===== src/rtl/idx_event_buffer_pkg.sv =====
// idx_event_pkg: shared codes, legal-code range and event record for idx_event_buffer.
package idx_event_pkg;
  localparam logic [7:0] NONE_CODE = 8'hF0;
  localparam logic [7:0] LEGAL_MIN = 8'h00;
  localparam logic [7:0] LEGAL_MAX = 8'h0F;
  parameter int STAMP_W = 8;
  typedef struct packed {
    logic none;
    logic [3:0] idx;
    logic [STAMP_W-1:0] stamp;
  } idx_event_t;
endpackage


===== src/rtl/idx_event_buffer_if.sv =====
// idx_event_buffer_if: valid/ready event readout bus; master is the buffer, slave the consumer.
interface idx_event_buffer_if #(parameter int STAMP_W = 8) ();
  logic ev_valid;
  logic ev_ready;
  logic [3:0] ev_idx;
  logic ev_none;
  logic [STAMP_W-1:0] ev_stamp;
  modport master (output ev_valid, ev_idx, ev_none, ev_stamp, input ev_ready);
  modport slave (input ev_valid, ev_idx, ev_none, ev_stamp, output ev_ready);
endinterface


===== src/rtl/idx_event_buffer_fifo.sv =====
// idx_event_fifo: show-ahead FIFO; head reads as zero when empty, push allowed when full if popping.
module idx_event_fifo import idx_event_pkg::*; #(
  parameter int DEPTH = 8,
  parameter type T = idx_event_t
) (
  input  logic clk,
  input  logic rst_n,
  input  logic push,
  input  T din,
  input  logic pop,
  output T dout,
  output logic full,
  output logic empty,
  output logic [$clog2(DEPTH):0] count
);
  localparam int AW = $clog2(DEPTH);
  T mem [DEPTH];
  logic [AW-1:0] wr, rd;
  logic do_push, do_pop;
  assign full = count == (AW+1)'(DEPTH);
  assign empty = count == '0;
  assign do_pop = pop && !empty;
  assign do_push = push && (!full || do_pop);
  assign dout = empty ? '0 : mem[rd];
  always_ff @(posedge clk or negedge rst_n)
    if (!rst_n) begin
      wr <= '0;
      rd <= '0;
      count <= '0;
    end else begin
      wr <= do_push ? wr + AW'(1) : wr;
      rd <= do_pop ? rd + AW'(1) : rd;
      count <= count + (AW+1)'(do_push) - (AW+1)'(do_pop);
    end
  always_ff @(posedge clk)
    if (do_push) mem[wr] <= din;
endmodule


===== src/rtl/idx_event_buffer.sv =====
// idx_event_buffer: queues changes of the encoder index code as events for valid/ready readout.
// Define IDX_EVENT_STAMP_EN to add the free-running timestamp carried on ev_stamp.
module idx_event_buffer import idx_event_pkg::*; #(
  parameter int DEPTH = 8,
  parameter int STAMP_W = 8
) (
  input  logic clk,
  input  logic rst_n,
  input  logic ena,
  input  logic [7:0] code_in,
  input  logic clr_flags,
  idx_event_buffer_if.master ev,
  output logic [$clog2(DEPTH):0] ev_count,
  output logic ovf,
  output logic err
);
`ifdef IDX_EVENT_STAMP_EN
  typedef struct packed {logic none; logic [3:0] idx; logic [STAMP_W-1:0] stamp;} ev_t;
  logic [STAMP_W-1:0] stamp;
  always_ff @(posedge clk or negedge rst_n)
    if (!rst_n) stamp <= '0;
    else if (ena) stamp <= stamp + STAMP_W'(1);
`else
  typedef struct packed {logic none; logic [3:0] idx;} ev_t;
`endif
  ev_t din, head;
  logic [7:0] last_code;
  logic legal, hit, pop, full, empty;
  assign legal = code_in <= LEGAL_MAX || code_in == NONE_CODE;
  assign hit = ena && legal && code_in != last_code;
  assign pop = ev.ev_valid && ev.ev_ready;
  always_comb begin
    din = '0;
    din.none = code_in == NONE_CODE;
    din.idx = code_in[3:0];
`ifdef IDX_EVENT_STAMP_EN
    din.stamp = stamp;
`endif
  end
  // last_code follows every legal change, even a dropped one, so it is not re-detected
  always_ff @(posedge clk or negedge rst_n)
    if (!rst_n) begin
      last_code <= '0;
      ovf <= 1'b0;
      err <= 1'b0;
    end else begin
      if (hit) last_code <= code_in;
      ovf <= (hit && full && !pop) || (ovf && !clr_flags);
      err <= (ena && !legal) || (err && !clr_flags);
    end
  idx_event_fifo #(.DEPTH(DEPTH), .T(ev_t)) u_fifo (
    .clk(clk), .rst_n(rst_n), .push(hit), .din(din), .pop(pop),
    .dout(head), .full(full), .empty(empty), .count(ev_count)
  );
  assign ev.ev_valid = !empty;
  assign ev.ev_idx = head.idx;
  assign ev.ev_none = head.none;
`ifdef IDX_EVENT_STAMP_EN
  assign ev.ev_stamp = head.stamp;
`else
  assign ev.ev_stamp = '0;
`endif
endmodule

===== src/flat_wrapper.sv =====
// flat-port wrapper written by rule: the top's interface ports become plain ports
module idx_event_buffer_flat import idx_event_pkg::*;
#(
  parameter int DEPTH = 8,
  parameter int STAMP_W = 8
)
  (clk, rst_n, ena, code_in, clr_flags, ev_count, ovf, err, ev_ev_valid, ev_ev_idx, ev_ev_none, ev_ev_stamp, ev_ev_ready);
  idx_event_buffer_if #(.STAMP_W(STAMP_W)) ev_i ();
  input  logic clk;
  input  logic rst_n;
  input  logic ena;
  input  logic [7:0] code_in;
  input  logic clr_flags;
  output logic [$clog2(DEPTH):0] ev_count;
  output logic ovf;
  output logic err;
  output wire logic [$bits(ev_i.ev_valid)-1:0] ev_ev_valid;
  output wire logic [$bits(ev_i.ev_idx)-1:0] ev_ev_idx;
  output wire logic [$bits(ev_i.ev_none)-1:0] ev_ev_none;
  output wire logic [$bits(ev_i.ev_stamp)-1:0] ev_ev_stamp;
  input wire logic [$bits(ev_i.ev_ready)-1:0] ev_ev_ready;
  assign ev_ev_valid = ev_i.ev_valid;
  assign ev_ev_idx = ev_i.ev_idx;
  assign ev_ev_none = ev_i.ev_none;
  assign ev_ev_stamp = ev_i.ev_stamp;
  assign ev_i.ev_ready = ev_ev_ready;
  idx_event_buffer #(.DEPTH(DEPTH), .STAMP_W(STAMP_W)) u_core (.clk(clk), .rst_n(rst_n), .ena(ena), .code_in(code_in), .clr_flags(clr_flags), .ev(ev_i), .ev_count(ev_count), .ovf(ovf), .err(err));
endmodule

===== config.mk =====
export PLATFORM = sky130hd
export DESIGN_NAME = idx_event_buffer_flat
export DESIGN_NICKNAME = d
export VERILOG_FILES = /design/src/rtl/idx_event_buffer_pkg.sv /design/src/rtl/idx_event_buffer_if.sv /design/src/rtl/idx_event_buffer_fifo.sv /design/src/rtl/idx_event_buffer.sv /design/src/flat_wrapper.sv
export SDC_FILE = /design/constraint.sdc
export NUM_CORES = 1
export LEC_CHECK = 0
export CAP_MARGIN = 10
export CORE_ASPECT_RATIO = 0.8
export CORE_UTILIZATION = 50
export CTS_CLUSTER_SIZE = 12
export DETAILED_ROUTE_END_ITERATION = 16
export GPL_TIMING_DRIVEN = 0
export PLACE_DENSITY_LB_ADDON = 0.15
export SLEW_MARGIN = 15
export SYNTH_ARGS = -nofsm -noshare
export SYNTH_HDL_FRONTEND = slang
export SYNTH_SLANG_ARGS = --single-unit

===== constraint.sdc =====
create_clock -name clk -period 6.55 [get_ports clk]
set_clock_uncertainty 0.2 [all_clocks]
set_input_delay 1.6375 -clock clk [delete_from_list [all_inputs] [get_ports clk]]
set_output_delay 1.6375 -clock clk [all_outputs]
set_load 0.1 [all_outputs]

Figure 1. Metal layers overlaid.
Two of the layers only.
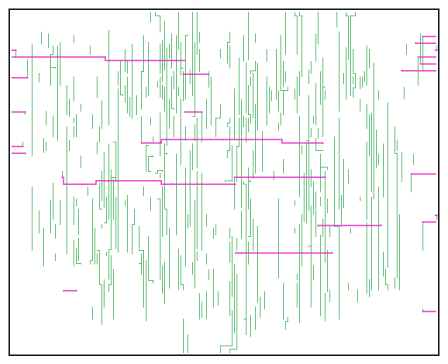
colour	layer	wire length
green	met2	2320 um
magenta	met3	210 um
drt wl/cell: 17.0 um
Detailed Route WL: 4740 um
total number of vias: 1500

Figure 2. I/O nets highlighted.
Bar = 20 um.
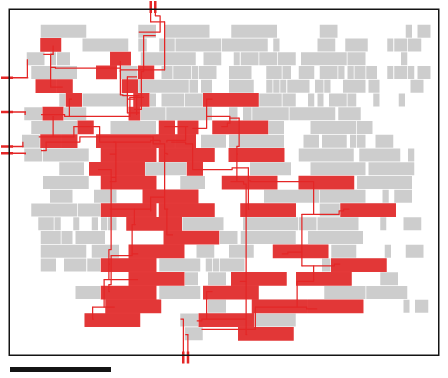
colour	port	direction	edge	end cells	buffers	wire
red	`code_in`	input	4 west, 2 south, 2 north	51	8	550 um

Figure 3. Metal 1.
Bar = 20 um. Supply wires on this layer in grey.
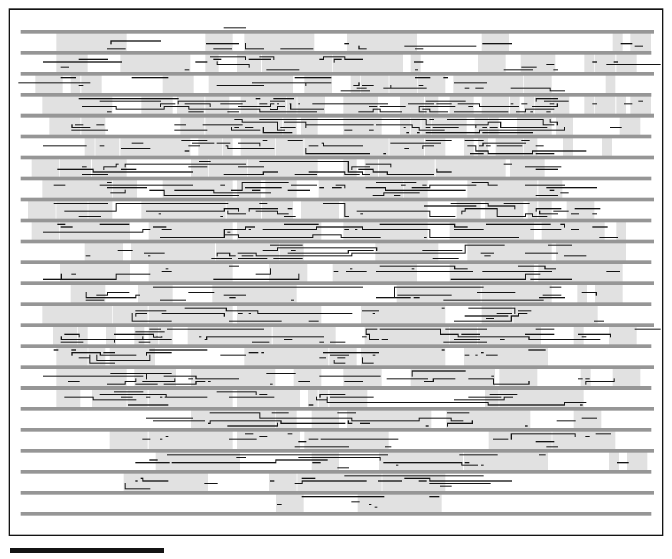
nets with wire on the layer	208
wire length on this layer	2150 um
main direction	horizontal
met1 Use GR: 25.2%

==> flow_metrics.py <==
# Physical implementation metrics
metrics = {
    "logic_synthesis": {
        "postSynthAreaPerCell_um2": 16.2,
        "yosysUniqueCellTypes": 38,
        "flop_cell": "edfxtp_1",
        "top_area_share_pct": 44.0,
        "top_cell": "edfxtp_1",
        "ys_cells": 169,
        "simple_gate_share_pct": 7.60,
        "synthTopCellsByCount": "40 x edfxtp_1, 20 x dfrtp_1, 10 x mux4_2, 10 x xor2_1, 9 x inv_1",
        "xor_area_share_pct": 4.49,
        "netlist_area_mm2": 0.00273,
        "synth_cells": 169,
        "ys_warn_count": 0,
        "edf_count": 40,
        "mux_share_pct": 14.2,
        "adder_share_pct": 3.94,
        "synth_area_leader_cell": "edfxtp_1",
        "yosys_register_bits": 60,
        "postSynthSeqShare_pct": 62.3,
        "synthArstFlopShare_pct": 33.3,
        "ys_top_logic_family": "multiplexers",
        "ys_area_mm2": 0.00273,
        "synthTopCellsByArea": "edfxtp_1 44%, dfrtp_1 18%, mux4_2 8.2%",
        "synthAoiAreaFrac_pct": 3.21,
    },
    "power": {
        "p_leak_uw": 0.00126,
        "peakVddDrop_mv": 0.181,
        "power_per_cell_area_mw_per_mm2": 470,
        "p_total_uw": 1540,
    },
    "final_timing": {
        "slew_violations": 0,
        "finalClockPeriodUsage_pct": 71.6,
        "slew_headroom_pct": 34.4,
        "setup_viol": 0,
        "hold_violations": 0,
        "clock.fmax_ghz": 0.213,
        "worstMarginPinSlew_ns": 0.981,
        "grt_setup_unrepaired": "false",
        "post-route-min-period_ns": 4.69,
        "fin_setup_tns_ns": 0,
    },
    "floorplan": {
        "die_width_um": 84.7,
        "core_mm2": 0.00512,
        "die_y_um": 68.1,
        "fp_util_pct": 53.3,
        "ioPinCount": 33,
        "die-area_mm2": 0.00577,
        "fp-row-count": 23,
    },
    "critical_path": {
        "critPathLaunchType": "flop",
        "critPathRequiredTime_ns": 4.71,
        "crit-reg2reg-launch": "u_core.u_fifo.count[2]",
        "r2r_slack_ns": 3.55,
        "critPathLaunch": "u_core.u_fifo.rd[0]",
        "critPathArrivalTime_ns": 2.85,
        "reg2regPathDepth": 7,
        "r2r-end": "u_core.u_fifo.mem[4][0]",
        "cp_max_fo": 10,
        "path_class": "reg2out",
        "crit_end": "ev_ev_idx[1]",
        "cp-end-kind": "output port",
    },
    "clock_network": {
        "clk_latency_ns": 0.33,
        "cts_made_buffers": 9,
        "cts_root_buf": "clkbuf_8",
        "htree_levels": 3,
        "cts_tree": "yes",
        "clkTransAtPathRegs_ns": 0.07,
        "post_cts_buffers": 0,
        "cts_resized": 0,
        "clockBufferDepth": 2,
        "cts_sinks": 60,
        "hold_buffers": 0,
    },
    "place": {
        "hpwlAfterDp_um": 3400,
        "dpl.cell_count": 262,
        "place_area_mm2": 0.00308,
        "numPortBuffers": 24,
        "gp_congestion": 0.775,
    },
    "routing": {
        "initialDrtViolationCount": 50,
        "via_per_inst": 5.40,
        "first_pass_iters": 6,
        "ant_nets": 0,
        "drc": 0,
    },
    "flow_run": {
        "max_cap_viol_count": 0,
        "tool_warnings": 27,
    },
    "outcome": {
        "status": "finished, final reports clean",
    },
    "layout": {
        "final_nets": 232,
        "n_antenna_cell": 0,
        "fin_util_pct": 63.9,
        "drive_gt1_share_pct": 24.5,
        "finalNonFillerCells": 278,
        "area_growth_pct": 19.9,
        "stdcell_area_mm2": 0.00328,
    },
    "grt": {
        "antenna_found_initial": 0,
        "grt_usage_pct": 19.2,
        "first_global_vias": 1501,
        "grt_pass1_wl_um": 7680,
        "grt_max_degree": 21,
        "overflow": 0,
    },
    "min_path": {
        "hp-class": "reg2reg",
    },
}
[per-stage QoR]
stage / hold WS (ns) / setup WS, ns
after floorplan: 0.284 / 1.84
after detailed placement: 0.303 / 1.42
final: 0.311 / 1.86
after CTS: 0.315 / 1.78
after global placement: 0.277 / 1.60
after global routing: 0.338 / 1.71
[layout by cell type, fill, tap and decap left out, drive strengths merged, types with 2 or more instances in the layout]
| master | n |
|---|---|
| inv | 9 |
| ha | 7 |
| a21oi | 5 |
| nor3b | 3 |
| xor2 | 10 |
| clkinv | 3 |
| mux2i | 5 |
| clkdlybuf4s50 | 24 |
| mux2 | 10 |
| nor2 | 7 |
| conb | 8 |
| xnor2 | 4 |
| dfrtp | 20 |
| nand2 | 5 |
| clkbuf | 14 |
| mux4 | 10 |
| edfxtp | 40 |
| and2 | 2 |
| buf | 10 |
| nor4 | 4 |
[power by group]
part	switching, uW	internal, uW	total, uW
Combinational	494	230	725
Clock	138	183	321
Sequential	40.5	453	493
Total	673	866	1540
[area by class of cell]
cell class	count	area [um2]
buffer	13	80.1
clock buffer	11	141
clock inverter	5	51.3
fill	375	1850
inverter	9	33.8
multi-input combinational	94	950
sequential	60	1700
tap	62	77.6
timing repair buffer	24	240
[critical path, stage by stage (launching register included)]
cell             delay, ns
dfrtp_1               0.39
buf_2                 0.35
mux4_2                0.56
mux2i_1               0.18
nor2_1                0.06
clkdlybuf4s50_1       0.97
[logic make-up after synthesis]
| logic type | count (synthesis) |
|---|---|
| AND-OR/OR-AND | 10 |
| adder cells (fa/ha/maj) | 8 |
| multiplexers | 25 |
| flip-flops | 60 |
| buffers and inverters | 22 |
| XOR/XNOR | 14 |
| AND/OR/NAND/NOR | 29 |
| other | 1 |
[how the worst min path moves through the flow]
stage                             start                  end  slack, ns  depth (start not counted)
CTS                          u_core.err           u_core.err       0.32                          1
floorplan           u_core.last_code[6]  u_core.last_code[6]       0.28                          1
global placement             u_core.ovf           u_core.ovf       0.28                          1
finish                       u_core.ovf           u_core.ovf       0.31                          1
global route                 u_core.ovf           u_core.ovf       0.34                          1
detailed placement           u_core.err           u_core.err       0.30                          1
[routing by layer]
metal / GRT usage [%] / up-vias / routed length (um)
li1: - / 698 / -
met1: 25.2 / 764 / 2150
met2: 30.2 / 31 / 2320
met3: 6.51 / 7 / 210
met4: 6.99 / 0 / 53
met5: 0 / - / 0
[state kept, by name, summed over array words and instances, names as in the netlist]
signal,cells
u_core.ovf,1
u_core.last_code,8
u_core.u_fifo.wr,3
u_core.err,1
u_core.u_fifo.mem,40
u_core.u_fifo.count,4
u_core.u_fifo.rd,3
Power and IR drop assume default switching activity.
